File: src/rtl/ram_block_copy.sv
// Block copy / fill engine acting as a second bus master on the 1K-word RAM.
// Optional fill path is enabled by defining RAM_COPY_FILL_EN.
module ram_block_copy #(
  parameter int ADDR_W = 10,
  parameter int DATA_W = 16,
  parameter int PTR_W  = 9
) (
  input  logic              clk,
  input  logic              rst_n,
  input  logic              start,
  input  logic [PTR_W-1:0]  src,
  input  logic [PTR_W-1:0]  dst,
  input  logic [PTR_W:0]    len,
  input  logic              fill_mode,
  input  logic [DATA_W-1:0] fill_data,
  output logic              busy,
  output logic              done,
  output logic [PTR_W:0]    words_done,
  output logic [ADDR_W-1:0] addr,
  output logic [DATA_W-1:0] wr_data,
  input  logic [DATA_W-1:0] rd_data,
  output logic              select,
  output logic              write_enable
);

  // Handshake: start is a level sampled only in IDLE; busy covers RD..WR and
  // done pulses for exactly one cycle as the engine returns to IDLE.
  typedef enum logic [2:0] {
    IDLE    = 3'd0,
    RD      = 3'd1,
    RD_HOLD = 3'd2,
    WR      = 3'd3,
    DONE    = 3'd4
  } state_t;

  state_t            state, state_n;
  logic [PTR_W-1:0]  src_ptr, src_ptr_n;
  logic [PTR_W-1:0]  dst_ptr, dst_ptr_n;
  logic [PTR_W:0]    remaining, remaining_n;
  logic [PTR_W:0]    words_done_n;
  logic [DATA_W-1:0] wr_data_n;
  logic [ADDR_W-1:0] addr_n;
  logic              busy_n, done_n, select_n, write_enable_n;
  logic              fill_q;

`ifdef RAM_COPY_FILL_EN
  logic fill_n;
`else
  logic unused_fill;
  assign fill_q      = 1'b0;
  assign unused_fill = ^{fill_mode, fill_data};
`endif

  always_comb begin
    state_n      = state;
    src_ptr_n    = src_ptr;
    dst_ptr_n    = dst_ptr;
    remaining_n  = remaining;
    words_done_n = words_done;
    wr_data_n    = wr_data;
`ifdef RAM_COPY_FILL_EN
    fill_n       = fill_q;
`endif
    case (state)
      IDLE: begin
        if (start) begin
          src_ptr_n    = src;
          dst_ptr_n    = dst;
          remaining_n  = len;
          words_done_n = '0;
`ifdef RAM_COPY_FILL_EN
          fill_n = fill_mode;
          if (fill_mode) wr_data_n = fill_data;
          if (len == '0)     state_n = DONE;
          else if (fill_mode) state_n = WR;
          else               state_n = RD;
`else
          state_n = (len == '0) ? DONE : RD;
`endif
        end
      end
      RD:      state_n = RD_HOLD;
      RD_HOLD: begin
        // The RAM has re-read the same word, so rd_data is settled here.
        wr_data_n = rd_data;
        state_n   = WR;
      end
      WR: begin
        src_ptr_n    = src_ptr + 1'b1;
        dst_ptr_n    = dst_ptr + 1'b1;
        words_done_n = words_done + 1'b1;
        remaining_n  = remaining - 1'b1;
        if (remaining == (PTR_W+1)'(1)) state_n = DONE;
        else if (fill_q)                state_n = WR;
        else                            state_n = RD;
      end
      DONE:    state_n = IDLE;
      default: state_n = IDLE;
    endcase

    // Outputs are registered copies of what the next state requires.
    select_n       = (state_n == RD) || (state_n == RD_HOLD) || (state_n == WR);
    write_enable_n = (state_n == WR);
    busy_n         = select_n;
    done_n         = (state_n == DONE);
    addr_n         = addr;
    if (state_n == WR)
      addr_n = {{(ADDR_W-PTR_W){1'b0}}, dst_ptr_n};
    else if ((state_n == RD) || (state_n == RD_HOLD))
      addr_n = {{(ADDR_W-PTR_W){1'b0}}, src_ptr_n};
  end

  always_ff @(posedge clk) begin
    if (!rst_n) begin
      state        <= IDLE;
      src_ptr      <= '0;
      dst_ptr      <= '0;
      remaining    <= '0;
      words_done   <= '0;
      wr_data      <= '0;
      addr         <= '0;
      busy         <= 1'b0;
      done         <= 1'b0;
      select       <= 1'b0;
      write_enable <= 1'b0;
    end else begin
      state        <= state_n;
      src_ptr      <= src_ptr_n;
      dst_ptr      <= dst_ptr_n;
      remaining    <= remaining_n;
      words_done   <= words_done_n;
      wr_data      <= wr_data_n;
      addr         <= addr_n;
      busy         <= busy_n;
      done         <= done_n;
      select       <= select_n;
      write_enable <= write_enable_n;
    end
  end

`ifdef RAM_COPY_FILL_EN
  always_ff @(posedge clk) begin
    if (!rst_n) fill_q <= 1'b0;
    else        fill_q <= fill_n;
  end
`endif

endmodule

File: config.mk
export PLATFORM = sky130hd
export DESIGN_NAME = ram_block_copy
export DESIGN_NICKNAME = d
export VERILOG_FILES = /design/src/rtl/ram_block_copy.sv
export SDC_FILE = /design/constraint.sdc
export NUM_CORES = 1
export LEC_CHECK = 0
export CORE_MARGIN = 5
export CORE_UTILIZATION = 42
export CTS_CLUSTER_DIAMETER = 40
export DETAILED_ROUTE_END_ITERATION = 7
export GPL_ROUTABILITY_DRIVEN = 0
export PLACE_DENSITY_LB_ADDON = 0.3
export SYNTH_ARGS = -nofsm -noshare
export SYNTH_HDL_FRONTEND = slang
export SYNTH_SLANG_ARGS = --single-unit
File: constraint.sdc
create_clock -name clk -period 1.9 [get_ports clk]
set_clock_uncertainty 0.1 [all_clocks]
set_input_delay 0.285 -clock clk [delete_from_list [all_inputs] [get_ports clk]]
set_output_delay 0.285 -clock clk [all_outputs]
set_load 0.05 [all_outputs]
==> run_results.csv <==
group,metric,value,unit
grt,grt_max_degree,32,
power,power.density,804,nW/um^2
final_layout,drive_gt1_share,29.9,%
final_layout,areaGrowthSynthToFinish,58.0,%
yosys,simple_gate_area_share,25.2,%
routing,drt_iter0_markers,239,
yosys,ys_top_logic_family,"simple AND/OR/NAND/NOR gates",
yosys,ys_chip_area,3270,um^2
routing,vias_per_cell,5.62,
min_path,hold_depth,6,
routing,wl_per_cell,16.9,um
grt,overflow,0,
clock_tree,clk_pin_slew_worst_paths,70,ps
power,swShare,31.8,%
worst_setup_path,crit_required,2050,ps
final_timing,period_minus_slack,2020,ps
yosys,area_leaders,"dfxtp_1 42%, a21oi_1 6.9%, nand2_1 6.7%",
worst_setup_path,crit_fanout,4,
worst_setup_path,worstSetupPathType,"flop to flop",
yosys,ys_sh_adder,1.91,%
power,power_leakage,2.32,nW
clock_tree,cts.sinks,69,
routing,dr.pass1.iters,5,
yosys,ys_sh_aoi,22.5,%
worst_setup_path,worst_ep_arrival_time,2160,ps
yosys,edf_count,0,
worst_setup_path,path_cells,"or4b_4, mux2_4, a221oi_4, nand2_1, a32o_1",
floorplanning,dieArea,9640,um^2
grt,antenna_found_initial,0,
final_timing,tightestPinTransition,539,ps
worst_setup_path,crit_path_end_kind,"flop",
final_timing,hold-worst-slack,322,ps
final_timing,maxSlewViolCount,0,
clock_tree,postCtsHoldBufs,0,
final_layout,insertedDiodeCount,0,
placed_design,portBuffers,85,
worst_setup_path,crit_path_start_kind,"flop",
final_layout,fillers,609,
routing,antenna_left,0,
floorplanning,fp_util,42.7,%
yosys,xor_share,0.268,%
grt,track_usage,22.4,%
yosys,synth_area,3270,um^2
yosys,ys_ff,69,
yosys,synth_top_area_share,42.3,%
final_timing,hold_viol_final,0,
placed_design,hpwl,7330,um
run,warnings,47,
yosys,ys_types,61,
yosys,ys_sh_mux,3.64,%
floorplanning,io_pins,104,
run,drv_cap,0,
worst_setup_path,r2r_cells,5,
min_path,min_path_type,"input pin to flop",
power,intPower,2.83,mW
yosys,ys_cells,392,
clock_tree,cts_tree,"yes",
yosys,syn_avg_cell_area,8.33,um^2
routing,drc,0,
final_timing,setup_ws,-119,ps
yosys,synthArstFlopShare,0,%
power,combPwrFrac,28.5,%
yosys,synth_warnings,0,
yosys,synth-seq-area-share,42.3,%
yosys,largest_area_cell,"dfxtp_1",
final_timing,post-route-period-util,106,%
clock_tree,clock_path_buffers,2,
clock_tree,cts_root_buffer,"clkbuf_8",
worst_setup_path,cp_slowest_cell,"or4b_4",
final_layout,layout.nets,613,
final_timing,finalSetupViolCount,10,
yosys,ff_type,"dfxtp_1",
floorplanning,rows,32,
power,switchingPower,1.32,mW
yosys,syn_nets,461,
final_timing,max_freq,0.495,GHz
clock_tree,htree_levels,3,
placed_design,post_dp_cell_area,4640,um^2
final_layout,design_area,5160,um^2
status,violations,"setup timing",
final_timing,max-slew-margin-rel,63.9,%
final_timing,rsz0062_at_grt,"true",
yosys,netlist_instances,392,
power,seqPwrFrac,39.8,%
worst_setup_path,slowest_delay,530,ps
grt,grt_first_pass_wirelength,17600,um
grt,grt_pass1_vias,3556,
status,outcome,"finished, violations left",
[synthesized netlist by cell type, types with 6 or more instances]
master	instances
o21ai_1	7
nor3_1	9
buf_2	8
nor2_1	34
a31oi_1	7
nand3_1	19
clkbuf_1	16
nor4_1	6
nand2_1	58
a21oi_1	45
dfxtp_1	69
and2_1	6
[metal layers]
layer  global-route usage, %  up-vias  wire (um)
met5                       0        -          0
met4                    7.46        0        234
met3                    6.64       24        851
met2                    38.4      141       5400
met1                    27.0     1749       4480
li1                        -     1737          -
[final timing paths]
path                     from           end  slack, ps
hold reg to reg   wr_data[11]   wr_data[11]        350
setup / recovery     state[1]       addr[4]       -120
hold / removal         len[2]  remaining[2]        320
setup reg to reg     state[1]       addr[4]       -120
[through the flow]
| step | setup WS (ps) | power [mW] | TNS (ps) | std cells | util [%] |
|---|---|---|---|---|---|
| 6_report | -119 | 4.15 | -725 | 650 | 67.5 |
| 2_1_floorplan | -86.7 | 2.27 | -92.2 | 392 | - |
| 3_5_place_dp | -615 | 2.75 | -15820 | 618 | 60.7 |
| 5_1_grt | -185 | 4.33 | -1350 | 650 | 67.5 |
| 3_3_place_gp | -579 | 2.73 | -14080 | 618 | 60.7 |
| 4_1_cts | -63.7 | 4.12 | -287 | 647 | 66.1 |
[worst max-delay path, delay by kind of cell, from the launching register on]
| kind | cells | cell delay (ps) |
|---|---|---|
| AND/OR/NAND/NOR | 2 | 610 |
| multiplexers | 1 | 310 |
| flip-flops | 1 | 370 |
| AND-OR/OR-AND | 2 | 510 |
[cells by family after synthesis]
family | after synthesis
buffers and inverters | 31
AND/OR/NAND/NOR | 165
XOR/XNOR | 1
adder cells (fa/ha/maj) | 5
multiplexers | 11
AND-OR/OR-AND | 109
flip-flops | 69
other | 1
[registers in the layout, summed over array words and instances (netlist names)]
register	count
dst_ptr	9
words_done	10
state	3
done	1
write_enable	1
select	1
addr	9
src_ptr	9
remaining	10
wr_data	16
[power groups by stage]
| stage | Combinational [mW] | Clock (mW) | Sequential, mW |
|---|---|---|---|
| floorplan | 0.443 | 0 | 1.83 |
| global placement | 1.06 | 0 | 1.67 |
| detailed placement | 1.08 | 0 | 1.68 |
| CTS | 1.15 | 1.32 | 1.65 |
| global route | 1.26 | 1.40 | 1.66 |
| finish | 1.18 | 1.32 | 1.65 |
[cell usage in the layout, fill, tap and decap left out, types with 7 or more instances in the layout]
cell type        count
nor2_1              30
dlygate4sd2_1       10
a21oi_1             45
clkdlybuf4s50_1     39
dlymetal6s2s_1      14
nor3_1               8
a31oi_1              7
nand2_1             58
nand3_1             16
buf_4               97
dfxtp_1             62
clkbuf_8             9
[layout make-up]
class                           instances  area, um^2  area share (%)
Clock buffer                            9         124            2.40
Clock inverter                          6        88.8            1.72
Tap cell                              102         128            2.47
Sequential cell                        69        1400            27.0
Timing Repair Buffer                  167        1490            28.8
Inverter                                4        15.0           0.291
Multi-Input combinational cell        293        1930            37.3
[what timing repair did]
item                       CTS  global route
cloned                       1             0
setup endpoints to repair   22            43
gates resized               35            27
buffers inserted            13             6
pin swaps                   18             8
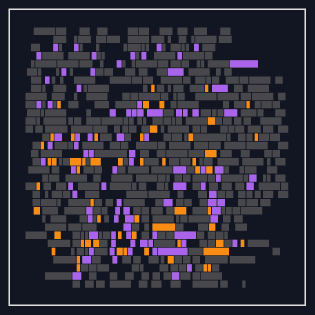
gates.png
(3 px per um)
| color | family | cells |
|---|---|---|
| purple | aoi and oai cells | 89 |
| orange | nor cells | 56 |
top logic cell by instance count in the layout: buf_4
final cell count without fillers: 650

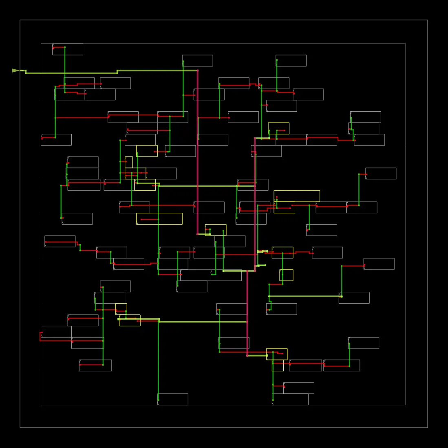
clock_nets.png
CTS Buf Count: 9
Worst-Skew Late Latency: 350 ps
seq_cells: 69

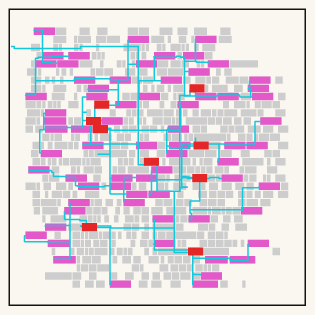
clock_wires.png
(3 px per um)
[cyan] clock wires | length: 947 um
[red] clock-net drivers | count: 9
[magenta] flip-flops | count: 69
flops lie: all over the die
routed clock nets: 10
P_clk: 1.32 mW
Clk pwr share: 31.7%

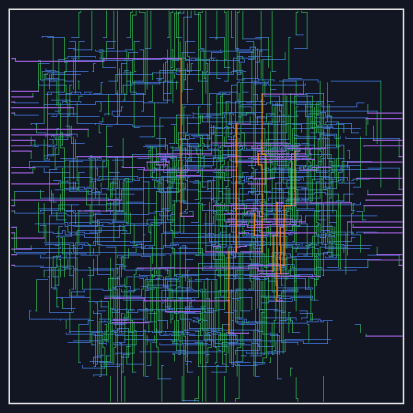
layers.png
(4 px per um)
| color | layer | wire length |
|---|---|---|
| purple | M3 | 851 um |
| orange | M4 | 234 um |
| green | M2 | 5400 um |
| blue | M1 | 4480 um |
WL final: 11000 um
Vias: 3651

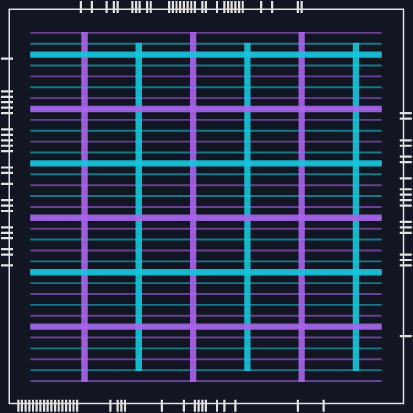
floorplan.png
(4 px per um) Pins as bars on the die edge.
| color | net |
|---|---|
| cyan | VDD |
| purple | VSS |
rows: 32
met5 straps: 6
signal pins: 104
met1 rails: 33
core area: 7650 um^2
Die Width: 98.2 um
Die Span Y: 98.2 um
maximum VDD drop: 426 uV

No activity file was given, so power comes from the tool's default toggle rates.
